==> config.mk <==
export PLATFORM = sky130hd
export DESIGN_NAME = subtractor_seq
export DESIGN_NICKNAME = d
export VERILOG_FILES = /design/src/rtl/subtractor_pkg.sv /design/src/rtl/subtractor_digit.sv /design/src/rtl/subtractor_seq.sv
export SDC_FILE = /design/constraint.sdc
export NUM_CORES = 1
export LEC_CHECK = 0
export CORE_ASPECT_RATIO = 1.1
export CORE_MARGIN = 1
export CORE_UTILIZATION = 52
export DETAILED_ROUTE_END_ITERATION = 10
export PLACE_DENSITY_LB_ADDON = 0.05
export SYNTH_ARGS = -nofsm -noshare
export SYNTH_HDL_FRONTEND = slang
export SYNTH_SLANG_ARGS = --single-unit
export TNS_END_PERCENT = 30
==> constraint.sdc <==
create_clock -name clk_i -period 2.65 [get_ports clk_i]
set_input_delay 0.53 -clock clk_i [delete_from_list [all_inputs] [get_ports clk_i]]
set_output_delay 0.53 -clock clk_i [all_outputs]
set_load 0.05 [all_outputs]
==> src/rtl/subtractor_pkg.sv <==
// Shared types and configuration checks for the digit-serial subtractor.
package subtractor_pkg;

  typedef enum logic {
    SUB_MODE = 1'b0,
    ABS_MODE = 1'b1
  } mode_t;

  typedef enum logic [1:0] {
    IDLE = 2'd0,
    SUB  = 2'd1,
    NEG  = 2'd2,
    DONE = 2'd3
  } state_t;

  function automatic bit cfg_ok(input int nb_bit, input int nb_digit);
    return (nb_digit > 0) && (nb_bit >= nb_digit) && (nb_bit % nb_digit == 0);
  endfunction

endpackage

==> src/rtl/subtractor_digit.sv <==
// Combinational nb_digit-bit subtract slice with borrow in/out.
module subtractor_digit #(
  parameter int nb_digit = 2
) (
  input  logic [nb_digit-1:0] a_i,
  input  logic [nb_digit-1:0] b_i,
  input  logic                borrow_i,
  output logic [nb_digit-1:0] diff_o,
  output logic                borrow_o
);

  // The extra MSB of the widened difference is set exactly when the slice underflows.
  logic [nb_digit:0] full;

  assign full     = {1'b0, a_i} - {1'b0, b_i} - {{nb_digit{1'b0}}, borrow_i};
  assign diff_o   = full[nb_digit-1:0];
  assign borrow_o = full[nb_digit];

endmodule

==> src/rtl/subtractor_seq.sv <==
// Digit-serial unsigned subtractor with optional |a-b| pass; one digit slice is
// shared by the subtract pass and the serial negation pass.
module subtractor_seq
  import subtractor_pkg::*;
#(
  parameter int nb_bit   = 8,
  parameter int nb_digit = 2
) (
  input  logic              clk_i,
  input  logic              rst_i,
  input  logic              start_i,
  input  logic              mode_i,
  input  logic [nb_bit-1:0] a_i,
  input  logic [nb_bit-1:0] b_i,
  output logic              busy_o,
  output logic              done_o,
  output logic [nb_bit-1:0] diff_o,
  output logic              borrow_o
);

  localparam int N     = nb_bit / nb_digit;
  localparam int CNT_W = (N > 1) ? $clog2(N) : 1;
  localparam logic [CNT_W-1:0] LAST = CNT_W'(N - 1);

  if (!cfg_ok(nb_bit, nb_digit)) begin : g_cfg_err
    $error("subtractor_seq: nb_bit must be a positive multiple of nb_digit");
  end

  state_t              state, state_d;
  mode_t               mode_q;
  logic [nb_bit-1:0]   a_sr, b_sr, res_sr, res_shift;
  logic [CNT_W-1:0]    cnt;
  logic                borrow_q, sign_q, last_step;
  logic [nb_digit-1:0] op_a, op_b, dig;
  logic                dig_borrow;

  // NEG reuses the slice as 0 - res, consuming the result register LSB-first.
  always_comb begin
    op_a      = (state == NEG) ? '0 : a_sr[nb_digit-1:0];
    op_b      = (state == NEG) ? res_sr[nb_digit-1:0] : b_sr[nb_digit-1:0];
    last_step = (cnt == LAST);
    res_shift = (res_sr >> nb_digit) | (nb_bit'(dig) << (nb_bit - nb_digit));
  end

  subtractor_digit #(.nb_digit(nb_digit)) u_digit (
    .a_i      (op_a),
    .b_i      (op_b),
    .borrow_i (borrow_q),
    .diff_o   (dig),
    .borrow_o (dig_borrow)
  );

  always_comb begin
    state_d = state;
    busy_o  = (state != IDLE);
    case (state)
      IDLE: if (start_i) state_d = SUB;
      SUB:  if (last_step) state_d = (mode_q == ABS_MODE && dig_borrow) ? NEG : DONE;
      NEG:  if (last_step) state_d = DONE;
      DONE: state_d = IDLE;
      default: state_d = IDLE;
    endcase
  end

  always_ff @(posedge clk_i) begin
    if (rst_i) state <= IDLE;
    else       state <= state_d;
  end

  always_ff @(posedge clk_i) begin
    if (rst_i) begin
      a_sr     <= '0;
      b_sr     <= '0;
      res_sr   <= '0;
      cnt      <= '0;
      borrow_q <= 1'b0;
      sign_q   <= 1'b0;
      mode_q   <= SUB_MODE;
      diff_o   <= '0;
      borrow_o <= 1'b0;
      done_o   <= 1'b0;
    end else begin
      done_o <= 1'b0;
      case (state)
        IDLE: begin
          if (start_i) begin
            a_sr     <= a_i;
            b_sr     <= b_i;
            mode_q   <= mode_t'(mode_i);
            res_sr   <= '0;
            borrow_q <= 1'b0;
            cnt      <= '0;
          end
        end
        SUB: begin
          a_sr   <= a_sr >> nb_digit;
          b_sr   <= b_sr >> nb_digit;
          res_sr <= res_shift;
          if (last_step) begin
            // Borrow chain restarts clean for a possible negation pass.
            sign_q   <= dig_borrow;
            borrow_q <= 1'b0;
            cnt      <= '0;
          end else begin
            borrow_q <= dig_borrow;
            cnt      <= cnt + CNT_W'(1);
          end
        end
        NEG: begin
          res_sr   <= res_shift;
          borrow_q <= dig_borrow;
          cnt      <= last_step ? '0 : cnt + CNT_W'(1);
        end
        DONE: begin
          diff_o   <= res_sr;
          borrow_o <= sign_q;
          done_o   <= 1'b1;
        end
        default: ;
      endcase
    end
  end

endmodule

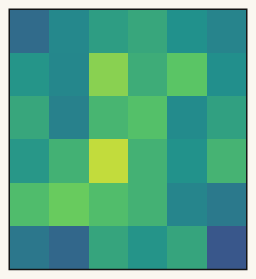
density.png
Scale: 4 px per um. The die is cut into 6 by 6 equal tiles; dark purple is low, yellow is high, 0 to 100% covered.
8.3% of the tiles are over 75% full. The densest ninth of the die: center. The mean over all tiles is 56%. The fullest tile reaches 91%.
Core Box Area: 3390 um^2
Util after Layout: 0.650
fp util: 0.549

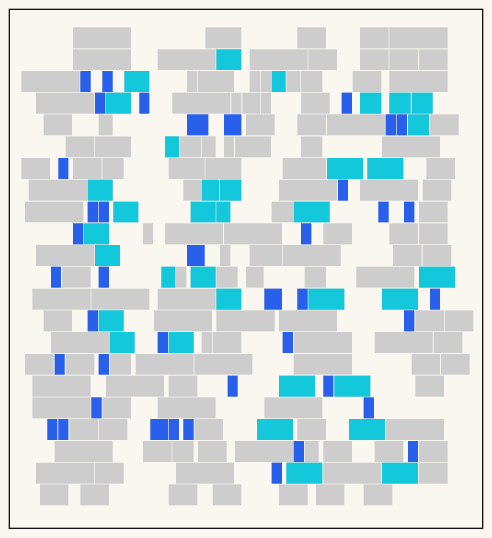
gate_families.png
Scale: 8 px per um.
Key: blue = NOR gates [cells 41, where widely spread]; cyan = inverting AOI/OAI gates [cells 35]

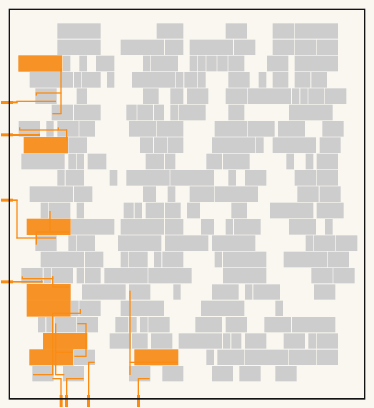
port_nets.png
Scale: 6 px per um.
Key: orange = diff_o [bits 8, direction output, edge 4 south, 4 west, end cells 8, buffers 8, wire 158 um]
I/O Buffers: 30
Ports: 31

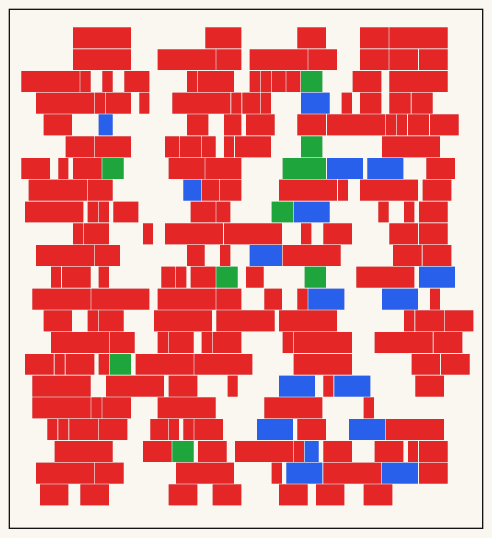
drive_strength.png
Scale: 8 px per um.
Key: green = drive 3 to 4 [cells 9, share 4.3%]; red = drive 1 or less [cells 181, share 87%]; blue = drive 2 [cells 17, share 8.2%]
post-route cell area: 2200 um^2
Layout area overhead: 18.5%
Signal buffers: 32

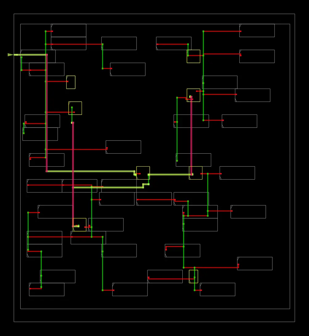
final_clocks.png
CTS Buf Count: 5
clock buffer count in the final layout: 5

==> flow_summary.json <==
{
  "drv_cap": 0,
  "grt_start_max_net_pins": 42,
  "worst_slack_ns": 0.249,
  "drive_above_1_share": 0.126,
  "num_tap_cells": 48,
  "top_cell": "dfxtp_1",
  "lay_top_count": "dfxtp_1",
  "mux_share": 0.143,
  "ys_area_um2": 1860,
  "p_leak_nw": 0.818,
  "hold_end": "mode_q",
  "yosys.area.top_type": "dfxtp_1",
  "crit_type": "register to register",
  "pwr-share-clk": 0.147,
  "sh_comb_area": 0.419,
  "grt_pass1_vias": 1325,
  "xor_share": 0,
  "cpMaxStageDelayCell": "fa_1",
  "slew_headroom": 0.416,
  "p_comb_frac": 0.454,
  "fmax_mhz": 417,
  "dr.pass1.iters": 5,
  "cp-endpoint": "res_sr[7]",
  "hp-start": "mode_q",
  "ys_seq_share": 0.442,
  "pre_cts_ws_ns": 0.240,
  "clock_latency_ns": 0.34,
  "wl_um": 3510,
  "worst-path-buf-inv": 2,
  "synth_warnings": 0,
  "dp_hpwl_um": 2410,
  "drt_iter0_drc": 27,
  "rsz0062_at_grt": "no",
  "post_cts_resized": 0,
  "largestClassByArea": "multi-input combinational cells",
  "clkCellAreaFrac": 0.0250,
  "path_max_fanout": 6,
  "use_met3": 0.0499,
  "crit_cells": 8,
  "finalSetupTns_ns": 0,
  "clock_power_uw": 301,
  "syn_avg_cell_area_um2": 10.3,
  "ys_types": 30,
  "edf_count": 0,
  "synth_cells": 180,
  "fillCellCount": 298,
  "synthFlopType": "dfxtp_1",
  "grtUsageMet2": 0.354,
  "arrival_ns": 2.63,
  "power.group.top": "combinational cells",
  "topCellsByArea": "dfxtp_1, mux2i_1, a211oi_2, nor2_1, a32oi_1",
  "drc_errors": 0,
  "p_sw_frac": 0.405,
  "internal-power_mw": 1.22,
  "flop_area_um2": 821,
  "placed_cells": 247,
  "yosys_cells": 180,
  "cts_sinks": 41,
  "cts_buffer_depth": 2,
  "htree_levels": 2,
  "holdPathStages": 2,
  "p_seq_frac": 0.399,
  "grt-busiest-layer": "met2",
  "reg2reg_depth": 8,
  "finalSetupViolCount": 0,
  "via_count": 1360,
  "synthArstFlopShare": 0,
  "clockRootBuffer": "clkbuf_4",
  "wl_per_cell_um": 13.7,
  "grt_pass1_wl_um": 5780,
  "seq-cell-share": 0.373,
  "outcome": "finished, final reports clean",
  "cp-startpoint": "state[0]",
  "wl_met1_um": 1600,
  "wl_met2_um": 1740,
  "place.gp.congestion": 0.697,
  "inv_count": 7,
  "startpoint_type": "register",
  "top_area_frac": 0.442,
  "grt_util_all_layers": 0.205,
  "worst-r2r-setup-slack_ns": 0.25,
  "powerSeq_uw": 816,
  "logic_gates": 119,
  "tool_warnings": 29,
  "globalRouteOverflowTotal": 0,
  "die_w_um": 59.0,
  "diodes": 0,
  "cts_setup_buffers": 0,
  "met3WireLength_um": 100,
  "end_kind": "register",
  "worst_slew_pin_slew_ns": 0.852,
  "bufAreaShareNonClock": 0.144,
  "critical-path-max-stage-delay_ns": 0.42,
  "ys_sh_adder": 0.0552,
  "mostFrequentLayoutCells": "dfxtp_1, nor2_1, clkdlybuf4s50_1",
  "cts_tree": "done",
  "drt-vias-per-instance": 5.33,
  "path_cells": "inv_1, ha_1, mux2_2, fa_1, inv_1, fa_1, a32oi_1, nor2_1",
  "layout_min_cycle_time_ns": 2.40,
  "gr-usage-met1": 0.235,
  "antenna_found_initial": 0,
  "syn_area_um2": 1860,
  "hold_violations": 0,
  "nets": 233,
  "pwr_density_cell_nw_per_um2": 929,
  "ys_ff": 41,
  "ir_drop_mv": 0.457,
  "top_logic_kind": "AND-OR/OR-AND gates",
  "fin_skew_ns": 0.00467,
  "die_y_um": 64.7,
  "flops": 41,
  "highest_layer": "met4",
  "ant_nets": 0,
  "timing.hold.ws_ns": 0.480,
  "stdcell_count": 255,
  "post-route-period-util": 0.906,
  "netlist_top_cells_count": "dfxtp_1, nor2_1, mux2i_1, a211oi_2, a32oi_1",
  "fp_nets": 207,
  "rows": 22,
  "total_power_mw": 2.05,
  "die-area_um2": 3820,
  "crit_family": "adder cells",
  "reg2reg_from": "state[0]",
  "path_clk_slew_ns": 0.12,
  "drv_slew": 0,
  "p_comb_uw": 930,
  "p_sw_uw": 828,
  "r2r_end": "res_sr[7]",
  "cp.required_ns": 2.88,
  "synthAoiAreaFrac": 0.180
}
Power is estimated from default activity; no workload was simulated.
